**config.mk**
```make
export PLATFORM = sky130hd
export DESIGN_NAME = ula_arbitro
export DESIGN_NICKNAME = d
export VERILOG_FILES = /design/src/rtl/ula_arbitro_pkg.sv /design/src/rtl/ula_arbitro_rr_arbitro2.sv /design/src/rtl/ula_arbitro.sv
export SDC_FILE = /design/constraint.sdc
export NUM_CORES = 1
export LEC_CHECK = 0
export CAP_MARGIN = 20
export CORE_MARGIN = 1.5
export CORE_UTILIZATION = 39
export CTS_CLUSTER_SIZE = 8
export DETAILED_ROUTE_END_ITERATION = 10
export GPL_ROUTABILITY_DRIVEN = 0
export HOLD_SLACK_MARGIN = 0.02
export PLACE_DENSITY = 0.87
export SYNTH_ARGS = -nofsm -noshare
export SYNTH_HDL_FRONTEND = slang
export SYNTH_SLANG_ARGS = --single-unit
```
**constraint.sdc**
```tcl
create_clock -name clk -period 1.68 [get_ports clk]
set_input_delay 0.168 -clock clk [delete_from_list [all_inputs] [get_ports clk]]
set_output_delay 0.168 -clock clk [all_outputs]
set_load 0.05 [all_outputs]
```
**src/rtl/ula_arbitro_pkg.sv**
```systemverilog
// Shared definitions for the ula round-robin front end: ula opcodes and controller states.
package ula_arbitro_pkg;

  localparam logic [2:0] OP_SOMA  = 3'b000;
  localparam logic [2:0] OP_SUB   = 3'b001;
  localparam logic [2:0] OP_AND   = 3'b010;
  localparam logic [2:0] OP_OR    = 3'b011;
  localparam logic [2:0] OP_XOR   = 3'b100;
  localparam logic [2:0] OP_NOT   = 3'b101;
  localparam logic [2:0] OP_IGUAL = 3'b110;
  localparam logic [2:0] OP_DIF   = 3'b111;

  typedef enum logic {
    IDLE = 1'b0,
    EXEC = 1'b1
  } state_e;

endpackage

```
**src/rtl/ula_arbitro_rr_arbitro2.sv**
```systemverilog
// Combinational two-way round-robin pick between two valid lines.
module rr_arbitro2 (
  input  logic valid0_i,
  input  logic valid1_i,
  input  logic last_i,
  output logic grant0_o,
  output logic grant1_o
);

  // last_i = 1 means requester 1 was served most recently, so requester 0 has priority.
  assign grant0_o = valid0_i & (~valid1_i | last_i);
  assign grant1_o = valid1_i & (~valid0_i | ~last_i);

endmodule

```
**src/rtl/ula_arbitro.sv**
```systemverilog
// Shares one registered ula between two requesters: round-robin accept, hold operands
// for the ula latency, then return result and flag with a one-cycle done pulse.
module ula_arbitro
  import ula_arbitro_pkg::*;
#(
  parameter int W   = 8,
  parameter int LAT = 2
) (
  input  logic         clk,
  input  logic         rst,
  input  logic         req0_valid,
  input  logic [W-1:0] req0_a,
  input  logic [W-1:0] req0_b,
  input  logic [2:0]   req0_op,
  output logic         req0_ack,
  input  logic         req1_valid,
  input  logic [W-1:0] req1_a,
  input  logic [W-1:0] req1_b,
  input  logic [2:0]   req1_op,
  output logic         req1_ack,
  output logic [W-1:0] ula_a,
  output logic [W-1:0] ula_b,
  output logic [2:0]   ula_opcode,
  input  logic [W-1:0] ula_s,
  input  logic         ula_flag,
  output logic [W-1:0] res_data,
  output logic         res_flag,
  output logic         done0,
  output logic         done1,
  output logic         busy,
  output state_e       dbg_state
);

  localparam int CW = $clog2(LAT + 1);
  localparam logic [CW-1:0] CNT_FLAG = CW'(LAT - 1);
  localparam logic [CW-1:0] CNT_DONE = CW'(LAT);

  state_e        state_q, state_d;
  logic [CW-1:0] cnt_q, cnt_d;
  logic          last_q, last_d;
  logic          owner_q, owner_d;
  logic          flag_q, flag_d;
  logic [W-1:0]  a_q, a_d;
  logic [W-1:0]  b_q, b_d;
  logic [2:0]    op_q, op_d;
  logic [W-1:0]  res_q, res_d;
  logic          res_flag_q, res_flag_d;
  logic          done0_q, done0_d;
  logic          done1_q, done1_d;
  logic          busy_q, busy_d;
  logic          grant0, grant1;
  logic          ack0, ack1;

  rr_arbitro2 u_rr (
    .valid0_i (req0_valid),
    .valid1_i (req1_valid),
    .last_i   (last_q),
    .grant0_o (grant0),
    .grant1_o (grant1)
  );

  // Handshake: a request transfers on the rising edge where reqN_valid and reqN_ack are
  // both high; ack is only ever raised in IDLE and the requester must keep its operands
  // stable while valid is high and ack is low. Dropping valid before ack withdraws it.
  always_comb begin
    state_d    = state_q;
    cnt_d      = cnt_q;
    last_d     = last_q;
    owner_d    = owner_q;
    flag_d     = flag_q;
    a_d        = a_q;
    b_d        = b_q;
    op_d       = op_q;
    res_d      = res_q;
    res_flag_d = res_flag_q;
    done0_d    = 1'b0;
    done1_d    = 1'b0;
    busy_d     = busy_q;
    ack0       = 1'b0;
    ack1       = 1'b0;

    case (state_q)
      IDLE: begin
        if (grant0 || grant1) begin
          ack0    = grant0;
          ack1    = grant1;
          a_d     = grant1 ? req1_a  : req0_a;
          b_d     = grant1 ? req1_b  : req0_b;
          op_d    = grant1 ? req1_op : req0_op;
          owner_d = grant1;
          last_d  = grant1;
          cnt_d   = '0;
          busy_d  = 1'b1;
          state_d = EXEC;
        end
      end
      EXEC: begin
        cnt_d = cnt_q + CW'(1);
        // The flag is combinational on the ula input registers, valid one stage before ula_s.
        if (cnt_q == CNT_FLAG) begin
          flag_d = ula_flag;
        end
        if (cnt_q == CNT_DONE) begin
          res_d      = ula_s;
          res_flag_d = flag_q;
          done0_d    = ~owner_q;
          done1_d    = owner_q;
          busy_d     = 1'b0;
          cnt_d      = '0;
          state_d    = IDLE;
        end
      end
      default: state_d = IDLE;
    endcase
  end

  always_ff @(posedge clk or posedge rst) begin
    if (rst) begin
      state_q    <= IDLE;
      cnt_q      <= '0;
      last_q     <= 1'b1;
      owner_q    <= 1'b0;
      flag_q     <= 1'b0;
      a_q        <= '0;
      b_q        <= '0;
      op_q       <= '0;
      res_q      <= '0;
      res_flag_q <= 1'b0;
      done0_q    <= 1'b0;
      done1_q    <= 1'b0;
      busy_q     <= 1'b0;
    end else begin
      state_q    <= state_d;
      cnt_q      <= cnt_d;
      last_q     <= last_d;
      owner_q    <= owner_d;
      flag_q     <= flag_d;
      a_q        <= a_d;
      b_q        <= b_d;
      op_q       <= op_d;
      res_q      <= res_d;
      res_flag_q <= res_flag_d;
      done0_q    <= done0_d;
      done1_q    <= done1_d;
      busy_q     <= busy_d;
    end
  end

  assign req0_ack   = ack0;
  assign req1_ack   = ack1;
  assign ula_a      = a_q;
  assign ula_b      = b_q;
  assign ula_opcode = op_q;
  assign res_data   = res_q;
  assign res_flag   = res_flag_q;
  assign done0      = done0_q;
  assign done1      = done1_q;
  assign busy       = busy_q;
  assign dbg_state  = state_q;

endmodule

```
==> results.py <==
# Generated from Yosys and OpenROAD reports
metrics = {
    "sta": {
        "tightestPinTransition_ns": 0.510,
        "fmax_mhz": 616,
        "worst_slack_ns": 0.0559,
        "fin_skew_ns": 0.00461,
        "relSlewSlack": 0.659,
        "fin_crit_sh": 0.967,
        "slew_violations": 0,
        "hold_ws_ns": 0.227,
        "final-setup-viol-count": 0,
        "tns_ns": 0,
        "min_period_ns": 1.62,
    },
    "yosys": {
        "aoi_share": 0.132,
        "synth_top_cell_by_area": "dfrtp_1",
        "ys_sh_mux": 0.0707,
        "postSynthSeqShare": 0.582,
        "syn_area_um2": 1590,
        "avgSynthCellArea_um2": 10.3,
        "syn_inst": 155,
        "ys_area_um2": 1590,
        "synth-edff-count": 0,
        "top_cell_area_share": 0.566,
        "common_cells": "nand2_1 (39), dfrtp_1 (36), nor2_1 (23), a31oi_1 (19), mux2_2 (10)",
        "topCombFamilyByArea": "simple AND/OR/NAND/NOR gates",
        "synth.most_common_cell": "nand2_1",
        "area_leaders": "dfrtp_1 (57%), nand2_1 (9.2%), a31oi_1 (7.5%)",
        "fa_ha_area_frac": 0,
        "ys_warn_count": 0,
        "numSynthFlops": 37,
        "ys_types": 22,
        "synth-xor-area-share": 0,
        "ys_sh_simple": 0.165,
        "yosys_cells": 155,
    },
    "job": {
        "warning_count": 26,
        "drv_cap": 0,
    },
    "layout": {
        "largest_class": "sequential cells",
        "area_delta_synth_final_pct": 62.7,
        "sh_comb_area": 0.227,
        "clkCellAreaFrac": 0.0333,
        "fin_nets": 294,
        "antennaDiodeCount": 0,
        "fillers": 337,
        "logic_area_um2": 589,
        "stdcell_count": 294,
        "final_common_cell": "clkdlybuf4s50_1",
        "nonClkBufAreaFrac": 0.352,
        "seq_area_um2": 927,
        "clkbuf_count": 5,
        "layout-drive-gt1-share": 0.172,
        "final_cell_mix": "clkdlybuf4s50_1 (72), nand2_1 (39), dfrtp_1 (36), nor2_1 (23), a31oi_1 (19)",
        "final.signal_buffer_count": 89,
        "design_area_um2": 2590,
        "seq_share": 0.358,
        "logic_gates": 106,
    },
    "route": {
        "ant_nets": 0,
        "routed_wl_mm": 3.78,
        "drc": 0,
        "avgViaCountPerCell": 4.75,
        "routed.top_layer": "met4",
        "vias": 1397,
        "wl_met2_mm": 1.96,
        "wl_per_cell_um": 12.9,
        "wl_met3_um": 268,
        "drt_iter0_markers": 84,
        "first_pass_iters": 4,
    },
    "global_routing": {
        "gr-total-overflow": 0,
        "grt_max_degree": 40,
        "grt_first_pass_wirelength_mm": 5.87,
        "groute.layer.met2.usage": 0.315,
        "grt_use_met3": 0.0574,
        "grt_busiest_layer": "met2",
        "grt_use_total": 0.178,
    },
    "clock_tree": {
        "clock_latency_ns": 0.28,
        "clock_path_buffers": 2,
        "cts_tree": "yes",
        "clock_sinks": 37,
        "clk_pin_slew_ns": 0.07,
        "numCtsBuffers": 5,
        "cts_root_buf": "clkbuf_8",
        "post_cts_resize_count": 0,
    },
    "pwr": {
        "sw_frac_of_total": 0.480,
        "vdd_drop_max_v": 0.000830,
        "p_switching_mw": 2.59,
        "top_power_group": "combinational cells",
        "p_comb_mw": 3.20,
        "p_seq_frac": 0.298,
        "p_leak_nw": 1.11,
        "p_clk_frac": 0.109,
        "combPwrFrac": 0.593,
        "powerSeq_mw": 1.61,
        "p_int_mw": 2.81,
        "p_per_area_nw_per_um2": 2080,
    },
    "setup_path": {
        "cp_max_fo": 2,
        "crit_required_ns": 1.51,
        "r2r-end": "ula_a[6]",
        "worstPathBufferInverterCount": 1,
        "cp.arrival_ns": 1.46,
        "path_delay_family": "buffers and inverters",
        "r2r_cells": 4,
        "worstSetupEndpoint": "ula_b[0]",
        "cp-end-kind": "output pin",
        "r2r_start": "last_q",
        "reg2reg_slack_ns": 0.33,
        "start_kind": "flip-flop",
        "critPathKind": "flip-flop to output pin",
        "slowest_stage": "clkdlybuf4s50_1",
    },
    "die": {
        "coreArea_um2": 3970,
        "fp.dieArea_um2": 4480,
        "ios": 85,
        "initCoreUtil": 0.401,
        "rows": 23,
    },
    "place": {
        "dp_slack_ns": 0.0853,
        "placedInstanceArea_um2": 2500,
    },
    "outcome": {
        "outcome": "finished, final reports clean",
    },
    "hold_path": {
        "worstHoldPathType": "primary input to asynchronous set/reset pin",
    },
}
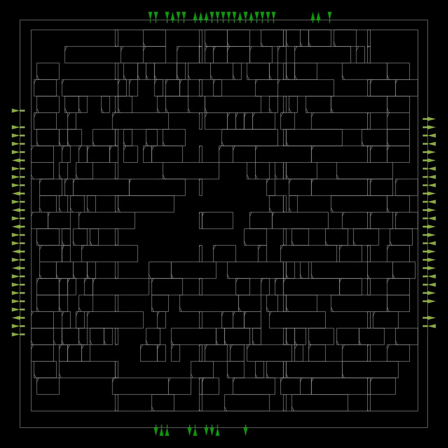
(images/placement.png)
flip-flops: 37
n_taps: 50
Layout Utilization: 0.652

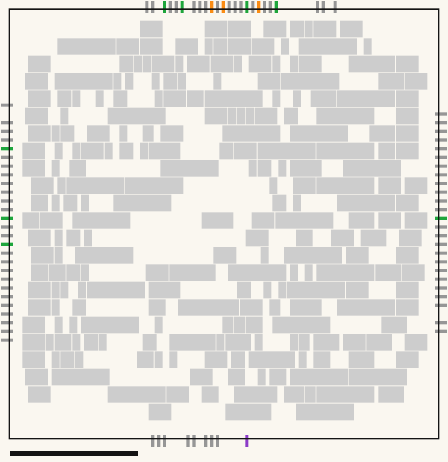
(images/io_placement.png)
Bar = 20 um. Pins as bars across the die edge, other pins in gray.
legend:
  req1_op:
    color: orange
    pins: 3
    direction: input
    edge: top
  req0_ack:
    color: purple
    pins: 1
    direction: output
    edge: bottom
  req0_b:
    color: green
    pins: 8
    direction: input
    edge: 4 top, 3 left, 1 right
all pins by edge: 27 left, 25 right, 24 top, 9 bottom
Die Y: 66.9 um
Die Width: 66.9 um
Port Buffers: 84

Power is estimated from default activity; no workload was simulated.
